[src/rtl/pipe_pkg.sv]
// Shared widths, ALU codes and the per-stage control record for the EXE/MEM/WB chain.
package pipe_pkg;

  localparam int unsigned RN_W   = 5;
  localparam int unsigned ALUC_W = 4;

  localparam logic [RN_W-1:0] LINK_REG = 5'd31;

  localparam logic [ALUC_W-1:0] ALU_ADD = 4'b0000;
  localparam logic [ALUC_W-1:0] ALU_SUB = 4'b0100;
  localparam logic [ALUC_W-1:0] ALU_AND = 4'b0001;
  localparam logic [ALUC_W-1:0] ALU_OR  = 4'b0101;
  localparam logic [ALUC_W-1:0] ALU_XOR = 4'b0010;
  localparam logic [ALUC_W-1:0] ALU_LUI = 4'b0110;
  localparam logic [ALUC_W-1:0] ALU_SLL = 4'b0011;
  localparam logic [ALUC_W-1:0] ALU_SRL = 4'b0111;
  localparam logic [ALUC_W-1:0] ALU_SRA = 4'b1111;

  typedef struct packed {
    logic            wreg;
    logic            m2reg;
    logic            wmem;
    logic [RN_W-1:0] rn;
    logic            valid;
  } stage_ctrl_t;

  function automatic logic [RN_W-1:0] dest_rn(input logic            jal,
                                             input logic            regrt,
                                             input logic [RN_W-1:0] rt,
                                             input logic [RN_W-1:0] rd);
    logic [RN_W-1:0] rn;
    rn = regrt ? rt : rd;
    if (jal) rn = LINK_REG;
    return rn;
  endfunction

endpackage

[src/rtl/pipe_stage_reg.sv]
// Reset-to-zero pipeline register for one stage's control record; bubble_i loads all zeros.
module pipe_stage_reg
  import pipe_pkg::*;
(
  input  logic        clk_i,
  input  logic        rst_ni,
  input  logic        bubble_i,
  input  stage_ctrl_t d_i,
  output stage_ctrl_t q_o
);

  stage_ctrl_t ctrl_d, ctrl_q;

  always_comb begin
    ctrl_d = d_i;
    if (bubble_i) ctrl_d = '0;
  end

  always_ff @(posedge clk_i or negedge rst_ni) begin
    if (!rst_ni) begin
      ctrl_q <= '0;
    end else begin
      ctrl_q <= ctrl_d;
    end
  end

  assign q_o = ctrl_q;

endmodule

[src/rtl/pipe_ctrl_chain.sv]
// ID->EXE->MEM->WB control chain with bubble insertion on load-use stall.
// Optional perf counters (stall/retire) are built only when PIPE_PERF_EN is defined.
module pipe_ctrl_chain
  import pipe_pkg::*;
(
  input  logic              clock,
  input  logic              resetn,
  input  logic              wpcir,
  input  logic              wreg,
  input  logic              m2reg,
  input  logic              wmem,
  input  logic              jal,
  input  logic              regrt,
  input  logic              aluimm,
  input  logic              shift,
  input  logic [ALUC_W-1:0] aluc,
  input  logic [RN_W-1:0]   rt,
  input  logic [RN_W-1:0]   rd,
  output logic              ewreg,
  output logic              em2reg,
  output logic              ewmem,
  output logic              ejal,
  output logic              ealuimm,
  output logic              eshift,
  output logic [ALUC_W-1:0] ealuc,
  output logic [RN_W-1:0]   ern,
  output logic              mwreg,
  output logic              mm2reg,
  output logic              mwmem,
  output logic [RN_W-1:0]   mrn,
  output logic              wwreg,
  output logic              wm2reg,
  output logic [RN_W-1:0]   wrn,
  output logic              evalid,
  output logic              mvalid,
  output logic              wvalid,
  output logic [31:0]       stall_cnt,
  output logic [31:0]       retire_cnt
);

  logic            bubble;
  logic [RN_W-1:0] drn;
  stage_ctrl_t     id_ctrl, exe_q, mem_d, mem_q, wb_d, wb_q;

  assign bubble = ~wpcir;
  assign drn    = dest_rn(jal, regrt, rt, rd);

  // Non-writing instructions carry rn=0 so downstream forwarding compares never match.
  always_comb begin
    id_ctrl       = '0;
    id_ctrl.wreg  = wreg;
    id_ctrl.m2reg = m2reg;
    id_ctrl.wmem  = wmem;
    id_ctrl.rn    = wreg ? drn : '0;
    id_ctrl.valid = 1'b1;
  end

  pipe_stage_reg u_exe_reg (
    .clk_i    (clock),
    .rst_ni   (resetn),
    .bubble_i (bubble),
    .d_i      (id_ctrl),
    .q_o      (exe_q)
  );

  // EXE-only controls that never travel further down the chain.
  logic              ejal_d, ejal_q;
  logic              ealuimm_d, ealuimm_q;
  logic              eshift_d, eshift_q;
  logic [ALUC_W-1:0] ealuc_d, ealuc_q;

  always_comb begin
    ejal_d    = jal;
    ealuimm_d = aluimm;
    eshift_d  = shift;
    ealuc_d   = aluc;
    if (bubble) begin
      ejal_d    = 1'b0;
      ealuimm_d = 1'b0;
      eshift_d  = 1'b0;
      ealuc_d   = '0;
    end
  end

  always_ff @(posedge clock or negedge resetn) begin
    if (!resetn) begin
      ejal_q    <= 1'b0;
      ealuimm_q <= 1'b0;
      eshift_q  <= 1'b0;
      ealuc_q   <= '0;
    end else begin
      ejal_q    <= ejal_d;
      ealuimm_q <= ealuimm_d;
      eshift_q  <= eshift_d;
      ealuc_q   <= ealuc_d;
    end
  end

  assign mem_d = exe_q;

  pipe_stage_reg u_mem_reg (
    .clk_i    (clock),
    .rst_ni   (resetn),
    .bubble_i (1'b0),
    .d_i      (mem_d),
    .q_o      (mem_q)
  );

  always_comb begin
    wb_d      = mem_q;
    wb_d.wmem = 1'b0;
  end

  pipe_stage_reg u_wb_reg (
    .clk_i    (clock),
    .rst_ni   (resetn),
    .bubble_i (1'b0),
    .d_i      (wb_d),
    .q_o      (wb_q)
  );

  logic unused_wb_wmem;
  assign unused_wb_wmem = wb_q.wmem;

  assign ewreg   = exe_q.wreg;
  assign em2reg  = exe_q.m2reg;
  assign ewmem   = exe_q.wmem;
  assign ern     = exe_q.rn;
  assign evalid  = exe_q.valid;
  assign ejal    = ejal_q;
  assign ealuimm = ealuimm_q;
  assign eshift  = eshift_q;
  assign ealuc   = ealuc_q;

  assign mwreg  = mem_q.wreg;
  assign mm2reg = mem_q.m2reg;
  assign mwmem  = mem_q.wmem;
  assign mrn    = mem_q.rn;
  assign mvalid = mem_q.valid;

  assign wwreg  = wb_q.wreg;
  assign wm2reg = wb_q.m2reg;
  assign wrn    = wb_q.rn;
  assign wvalid = wb_q.valid;

`ifdef PIPE_PERF_EN
  logic [31:0] stall_cnt_d, stall_cnt_q;
  logic [31:0] retire_cnt_d, retire_cnt_q;

  always_comb begin
    stall_cnt_d  = bubble ? stall_cnt_q + 32'd1 : stall_cnt_q;
    retire_cnt_d = wb_q.valid ? retire_cnt_q + 32'd1 : retire_cnt_q;
  end

  always_ff @(posedge clock or negedge resetn) begin
    if (!resetn) begin
      stall_cnt_q  <= '0;
      retire_cnt_q <= '0;
    end else begin
      stall_cnt_q  <= stall_cnt_d;
      retire_cnt_q <= retire_cnt_d;
    end
  end

  assign stall_cnt  = stall_cnt_q;
  assign retire_cnt = retire_cnt_q;
`else
  assign stall_cnt  = '0;
  assign retire_cnt = '0;
`endif

endmodule

[config.mk]
export PLATFORM = sky130hd
export DESIGN_NAME = pipe_ctrl_chain
export DESIGN_NICKNAME = d
export VERILOG_FILES = /design/src/rtl/pipe_pkg.sv /design/src/rtl/pipe_stage_reg.sv /design/src/rtl/pipe_ctrl_chain.sv
export SDC_FILE = /design/constraint.sdc
export NUM_CORES = 1
export LEC_CHECK = 0
export CORE_ASPECT_RATIO = 1.25
export CORE_MARGIN = 3
export CORE_UTILIZATION = 29
export CTS_CLUSTER_SIZE = 8
export DETAILED_ROUTE_END_ITERATION = 12
export PLACE_DENSITY = 0.81
export SYNTH_ARGS = -nofsm -noshare
export SYNTH_HDL_FRONTEND = slang
export SYNTH_SLANG_ARGS = --single-unit
[constraint.sdc]
create_clock -name clock -period 0.8 [get_ports clock]
set_input_delay 0.16 -clock clock [delete_from_list [all_inputs] [get_ports clock]]
set_output_delay 0.16 -clock clock [all_outputs]
set_load 0.02 [all_outputs]
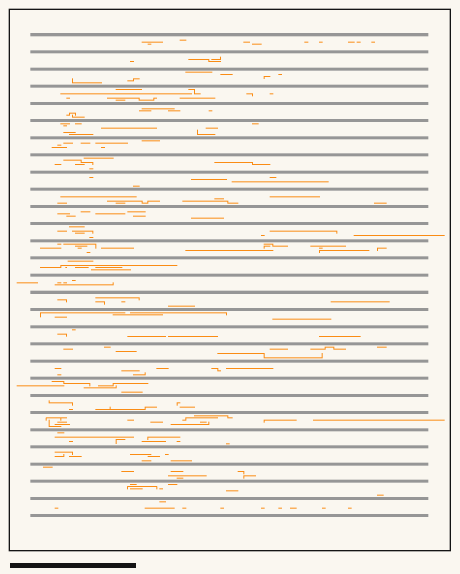
Run 1: met1 routing
Bar = 20 µm. Supply wires on this layer in grey.
128 nets have wire on it. The layer carries 709 µm of wire. The layer holds 29% of the routed length.
drt total wl: 2.44 mm
GR Util met1: 0.0690
total number of vias: 828

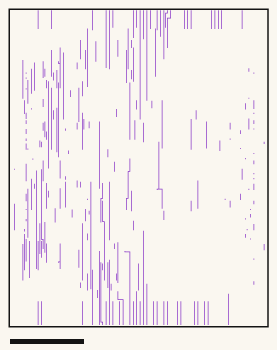
Run 1: met2 routing
Bar = 20 µm.
The layer carries 1290 µm of wire. 193 nets have wire on it. The layer holds 53% of the routed length.
grt met2 use: 0.136

==> results.json, run 1 <==
{
  "grt_pass1_vias": 769,
  "rows": 28,
  "clk_latency_ns": 0.28,
  "finClkSkew_ns": 0.00623,
  "ys_types": 9,
  "cts.sinks": 33,
  "initCoreUtil": 0.306,
  "max_freq_ghz": 1.02,
  "hold_class": "in2reg",
  "ys_seq_frac": 0.563,
  "cts-root-buf": "clkbuf_8",
  "ys_cells": 121,
  "area.growth.synth_to_final_pct": 42.6,
  "setup_viol": 33,
  "crit_end": "ewreg",
  "dr.pass1.iters": 2,
  "final_cell_mix": "conb_1 (64), dfrtp_1 (33), buf_6 (33), clkdlybuf4s50_1 (20), and2_1 (9)",
  "antenna_cells": 0,
  "io_buffers": 56,
  "finalCritPeriodShare": 1.22,
  "lay_top_count": "conb_1",
  "ant_nets": 0,
  "worstSetupPathType": "reg2out",
  "drt-initial-drc-count": 5,
  "syn_area_per_cell_um2": 12.1,
  "endpoint_kind": "primary output",
  "yosys_area_mm2": 0.00147,
  "warning_count": 28,
  "wl_per_cell_um": 9.63,
  "top_area_frac": 0.563,
  "reg2reg_from": "u_exe_reg.q_o[7]",
  "grt_pass1_wl_mm": 3.50,
  "crit_buf_inv": 1,
  "nets": 216,
  "netlist_area_mm2": 0.00147,
  "critPathMaxStageDelay_ns": 0.40,
  "drive_above_1_share": 0.269,
  "failed_checks": "setup timing",
  "io_pins": 121,
  "grt_max_degree": 34,
  "post-place-ws_ns": -0.434,
  "start_kind": "flip-flop",
  "grt.total_usage": 0.0781,
  "via_per_inst": 3.27,
  "cellLeakagePower_nw": 1.12,
  "cp.depth": 1,
  "synth_flops": 33,
  "globalRouteOverflowTotal": 0,
  "clockBufferDepth": 2,
  "die_h_um": 85.5,
  "rrSetupSlack_ns": 0.15,
  "die_x_um": 69.6,
  "r2r-end": "u_mem_reg.q_o[7]",
  "maxCapViolCount": 0,
  "die_area_mm2": 0.00595,
  "required_ns": 0.64,
  "hold_slack_ns": 0.354,
  "area_leaders": "dfrtp_1 (56%), buf_4 (33%), and2_1 (3.8%)",
  "drc": 0,
  "crit_path_start": "u_exe_reg.q_o[8]",
  "power_mw": 4.22,
  "cts_max_level": 2,
  "setup_slack_ns": -0.178,
  "cp_cell_sequence": "buf_6",
  "rr_worst_depth": 1,
  "yosys.area.top_type": "dfrtp_1",
  "cp_max_fo": 2,
  "cp_top_family": "flip-flops",
  "finalHoldViolations": 0,
  "numCtsBuffers": 5,
  "cts_tree": "yes",
  "status": "finished with violations",
  "hpwlAfterDp_mm": 1.99,
  "vdd_ir_drop_max_v": 0.00138,
  "antenna_found_initial": 0,
  "rsz0062_at_grt": "true",
  "fin_tns_setup_ns": -4.98,
  "slew_viol_final": 0,
  "syn_inst": 121,
  "place_congestion": 0.583,
  "power.density_mw_per_mm2": 2020,
  "finalCriticalPeriod_ns": 0.978,
  "synth_warnings": 0,
  "path_clk_slew_ns": 0.07,
  "worstPathArrival_ns": 0.82
}
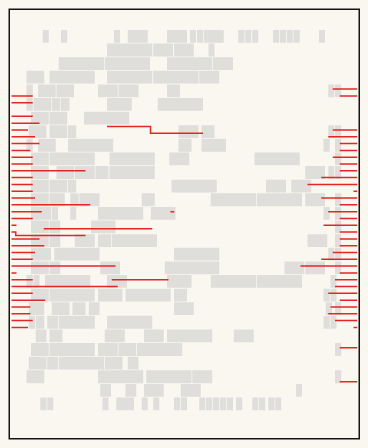
Run 1: the metal 3 layer
Cells faint in the background.
The wires run mostly horizontal. The longest straight run is 21.4 µm.
met3 Track Usage GR: 0.0481

## run 1: synth_stat cells, drive strengths merged
cell / count
a21oi: 5
inv: 2
conb: 1
dfrtp: 33
buf: 65
and2: 9
mux2i: 5
nand2: 1
## run 1: power breakdown
group          internal, mW  total, mW  switching (mW)
sequential             1.76       1.81          0.0495
combinational         0.318      0.818           0.500
clock                  1.01       1.60           0.588
## run 1: cell type report
type	instances	area, µm²
clock buffer	6	82.6
multi-input combinational	84	378
fill	448	2710
timing repair buffer	66	684
clock inverter	2	37.5
inverter	2	7.51
tap	60	75.1
sequential	33	826
## run 1: cells by family (layout without fill, tap and decap cells)
logic type | after synthesis | after routing | share of synthesized area
other | 1 | 64 | 0.00256
buffers and inverters | 67 | 76 | 0.340
AOI/OAI and AO/OA | 5 | 5 | 0.0171
and+or+nand+nor | 10 | 10 | 0.0427
muxes | 5 | 5 | 0.0341
DFF | 33 | 33 | 0.563
## run 1: what timing repair did
| item | CTS | global route |
|---|---|---|
| setup buffers | 5 | 1 |
| gates resized | 200 | 0 |
| hold buffers | 1 | 0 |
| pin swaps | 0 | 0 |
| endpoints found under the setup margin | 42 | 33 |
| endpoints found under the hold margin | 33 | 0 |
## run 1: worst min path at each step
| stage | start | to | slack [ns] | cells after the start |
|---|---|---|---|---|
| after floorplan | resetn | ealuc[0] | -0.14 | 0 |
| after detailed placement | resetn | ealuimm | 0.13 | 2 |
| final | wpcir | u_exe_reg.q_o[7] | 0.35 | 2 |
| after CTS | resetn | ealuimm | 0.35 | 3 |
| after global placement | resetn | ealuimm | 0.13 | 2 |
| after global routing | wpcir | ejal | 0.39 | 2 |
## run 1: through the flow
step / std cells / utilization / area (µm²)
3_5_place_dp: 238 / 0.391 / 1880
6_report: 253 / 0.436 / 2090
5_1_grt: 253 / 0.436 / 2090
3_3_place_gp: 238 / 0.391 / 1880
2_1_floorplan: 184 / - / 1700
4_1_cts: 252 / 0.434 / 2080
## run 1: sequential cells by signal, summed over array words and instances, names as in the netlist
| name | cells |
|---|---|
| u_wb_reg.q_o | 8 |
| eshift | 1 |
| u_exe_reg.q_o | 9 |
| u_mem_reg.q_o | 9 |
| ealuimm | 1 |
| ejal | 1 |
| ealuc | 4 |
## run 1: routing by layer
metal,vias up,track usage,share of wire
met4,0,0.0426,0.012
li1,384,-,-
met2,73,0.136,0.53
met5,-,0,0
met3,4,0.0481,0.17
met1,367,0.0690,0.29
Run 1, congestion heat map:
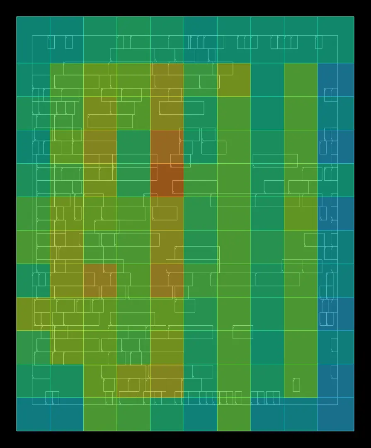

## Run 2: what changed since run 1
--- a/config.mk
+++ b/config.mk
@@ -14,3 +14,4 @@
 export SYNTH_ARGS = -nofsm -noshare
 export SYNTH_HDL_FRONTEND = slang
 export SYNTH_SLANG_ARGS = --single-unit
+export TNS_END_PERCENT = 20
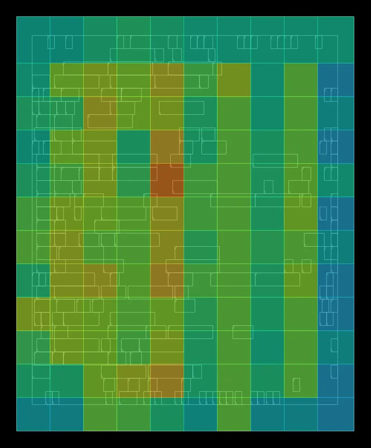
Run 2: congestion heat map
WL per Instance: 9.70 µm
met3 Track Usage GR: 0.0504
GRT Total Usage: 0.0801

==> results.json, run 2 <==
{
  "setup_slack_ns": -0.177,
  "slew_viol_final": 0,
  "endpoint_kind": "primary output",
  "lay_top_count": "conb_1",
  "drc": 0,
  "status": "finished with violations",
  "common_cells": "buf_4 (64), dfrtp_1 (33), and2_1 (9), a21oi_1 (5), mux2i_1 (5)",
  "cellLeakagePower_nw": 1.09,
  "cts_max_level": 2,
  "syn_area_per_cell_um2": 12.1,
  "ys_types": 9,
  "power.density_mw_per_mm2": 2100,
  "cts-root-buf": "clkbuf_8",
  "grt_pass1_wl_mm": 3.59,
  "die_area_mm2": 0.00595,
  "area_leaders": "dfrtp_1 (56%), buf_4 (33%), and2_1 (3.8%)",
  "cts_tree": "yes",
  "yosys_area_mm2": 0.00147,
  "numCtsBuffers": 5,
  "vdd_ir_drop_max_v": 0.00131,
  "top_area_frac": 0.563,
  "max_freq_ghz": 1.02,
  "required_ns": 0.64,
  "ys_cells": 121,
  "antenna_cells": 0,
  "synthArstFlopShare": 1.00,
  "crit_buf_inv": 1,
  "critPathMaxStageDelay_ns": 0.40,
  "flop_cell": "dfrtp_1",
  "failed_checks": "setup timing",
  "crit_path_top_delay_cell": "dfrtp_1",
  "worstPathArrival_ns": 0.82,
  "synth_flops": 33,
  "cp_cell_sequence": "buf_6",
  "synth_warnings": 0,
  "finalCriticalPeriod_ns": 0.977,
  "rsz0062_at_grt": "true",
  "nets": 215,
  "path_clk_slew_ns": 0.07,
  "ant_nets": 0,
  "syn_inst": 121,
  "hpwlAfterDp_mm": 1.99,
  "enable_flop_cells": 0,
  "worstHoldPathCells": 2,
  "area.growth.synth_to_final_pct": 34.8,
  "die_x_um": 69.6,
  "rows": 28,
  "finClkSkew_ns": 0.00620,
  "yosysMostFrequentCell": "buf_4",
  "via_per_inst": 3.26,
  "initCoreUtil": 0.306,
  "cp_max_fo": 2,
  "dpl_cell_area_mm2": 0.00188,
  "netlist_area_mm2": 0.00147,
  "cp_top_family": "flip-flops",
  "clockBufferDepth": 2,
  "yosys.area.top_type": "dfrtp_1",
  "clk_latency_ns": 0.28,
  "ys_seq_frac": 0.563,
  "warning_count": 28,
  "globalRouteOverflowTotal": 0,
  "cp.depth": 1,
  "io_pins": 121,
  "final_cell_mix": "conb_1 (64), dfrtp_1 (33), clkdlybuf4s50_1 (20), buf_2 (18), buf_6 (16)",
  "io_buffers": 56,
  "grt_max_degree": 34,
  "worstSetupPathType": "reg2out",
  "place_congestion": 0.583,
  "finalCritPeriodShare": 1.22,
  "rr_worst_depth": 1,
  "drive_above_1_share": 0.266,
  "dr.pass1.iters": 2,
  "wl_mm": 2.44,
  "vias": 821,
  "setup_viol": 33,
  "fin_tns_setup_ns": -5.08,
  "finalHoldViolations": 0,
  "core_mm2": 0.00480,
  "start_kind": "flip-flop",
  "antenna_found_initial": 0,
  "cts.sinks": 33,
  "grt_pass1_vias": 756,
  "hold_class": "in2reg",
  "drt-initial-drc-count": 1,
  "final_area_mm2": 0.00198,
  "maxCapViolCount": 0,
  "die_h_um": 85.5
}
==> run 2: cell counts after synthesis <==
Identical to the previous run, type by type.
==> run 2: cells by family after synthesis <==
| kind of cell | after synthesis | synth area share |
|---|---|---|
| buffers and inverters | 67 | 0.340 |
| multiplexers | 5 | 0.0341 |
| other | 1 | 0.00256 |
| AND/OR/NAND/NOR | 10 | 0.0427 |
| AND-OR/OR-AND | 5 | 0.0171 |
| flip-flops | 33 | 0.563 |
==> run 2: where the power goes <==
group	switching [mW]	internal, mW	leakage (nW)
combinational	0.501	0.262	0.607
sequential	0.0383	1.76	0.426
clock	0.591	1.01	0.0574
total	1.13	3.03	1.09
==> run 2: final cells by class <==
type,instances,area [µm²]
fillers,468,2820
flip-flops and latches,33,826
repair buffers,65,571
multi-input cells,84,378
clock buffers,6,82.6
well taps,60,75.1
clock inverters,2,37.5
inverters,2,7.51
==> run 2: path summary, 6_finish.rpt <==
kind                                   from               end  slack, ns
setup / recovery           u_exe_reg.q_o[8]             ewreg      -0.18
hold / removal                        wpcir  u_exe_reg.q_o[7]       0.35
setup reg to reg           u_exe_reg.q_o[7]  u_mem_reg.q_o[7]       0.15
hold reg to reg            u_mem_reg.q_o[2]   u_wb_reg.q_o[2]       0.37
max in group asynchronous            resetn   u_wb_reg.q_o[0]       0.26
min in group asynchronous            resetn            eshift       0.36
==> run 2: per-layer routing <==
| metal | track usage | routed length, µm | up-vias |
|---|---|---|---|
| met3 | 0.0504 | 409 | 4 |
| met1 | 0.0757 | 734 | 363 |
| li1 | - | - | 381 |
| met2 | 0.134 | 1270 | 73 |
| met5 | 0 | 0 | - |
| met4 | 0.0426 | 29 | 0 |
==> run 2: repair_timing <==
action	CTS	global route
buffers inserted	4	1
gates resized	152	14
hold buffers	1	0
hold endpoints to repair	33	0
setup endpoints to repair	42	33
==> run 2: per-stage QoR <==
step	setup slack (ns)	std cells	hold slack [ns]	total power, mW	util
detailed placement	-0.434	238	0.131	2.60	0.391
CTS	-0.195	251	0.350	4.19	0.401
finish	-0.177	252	0.355	4.16	0.412
global route	-0.209	252	0.388	4.35	0.412
floorplan	0.182	184	-0.136	2.49	-
global placement	-0.403	238	0.126	2.59	0.391
Power is estimated from default activity; no workload was simulated.
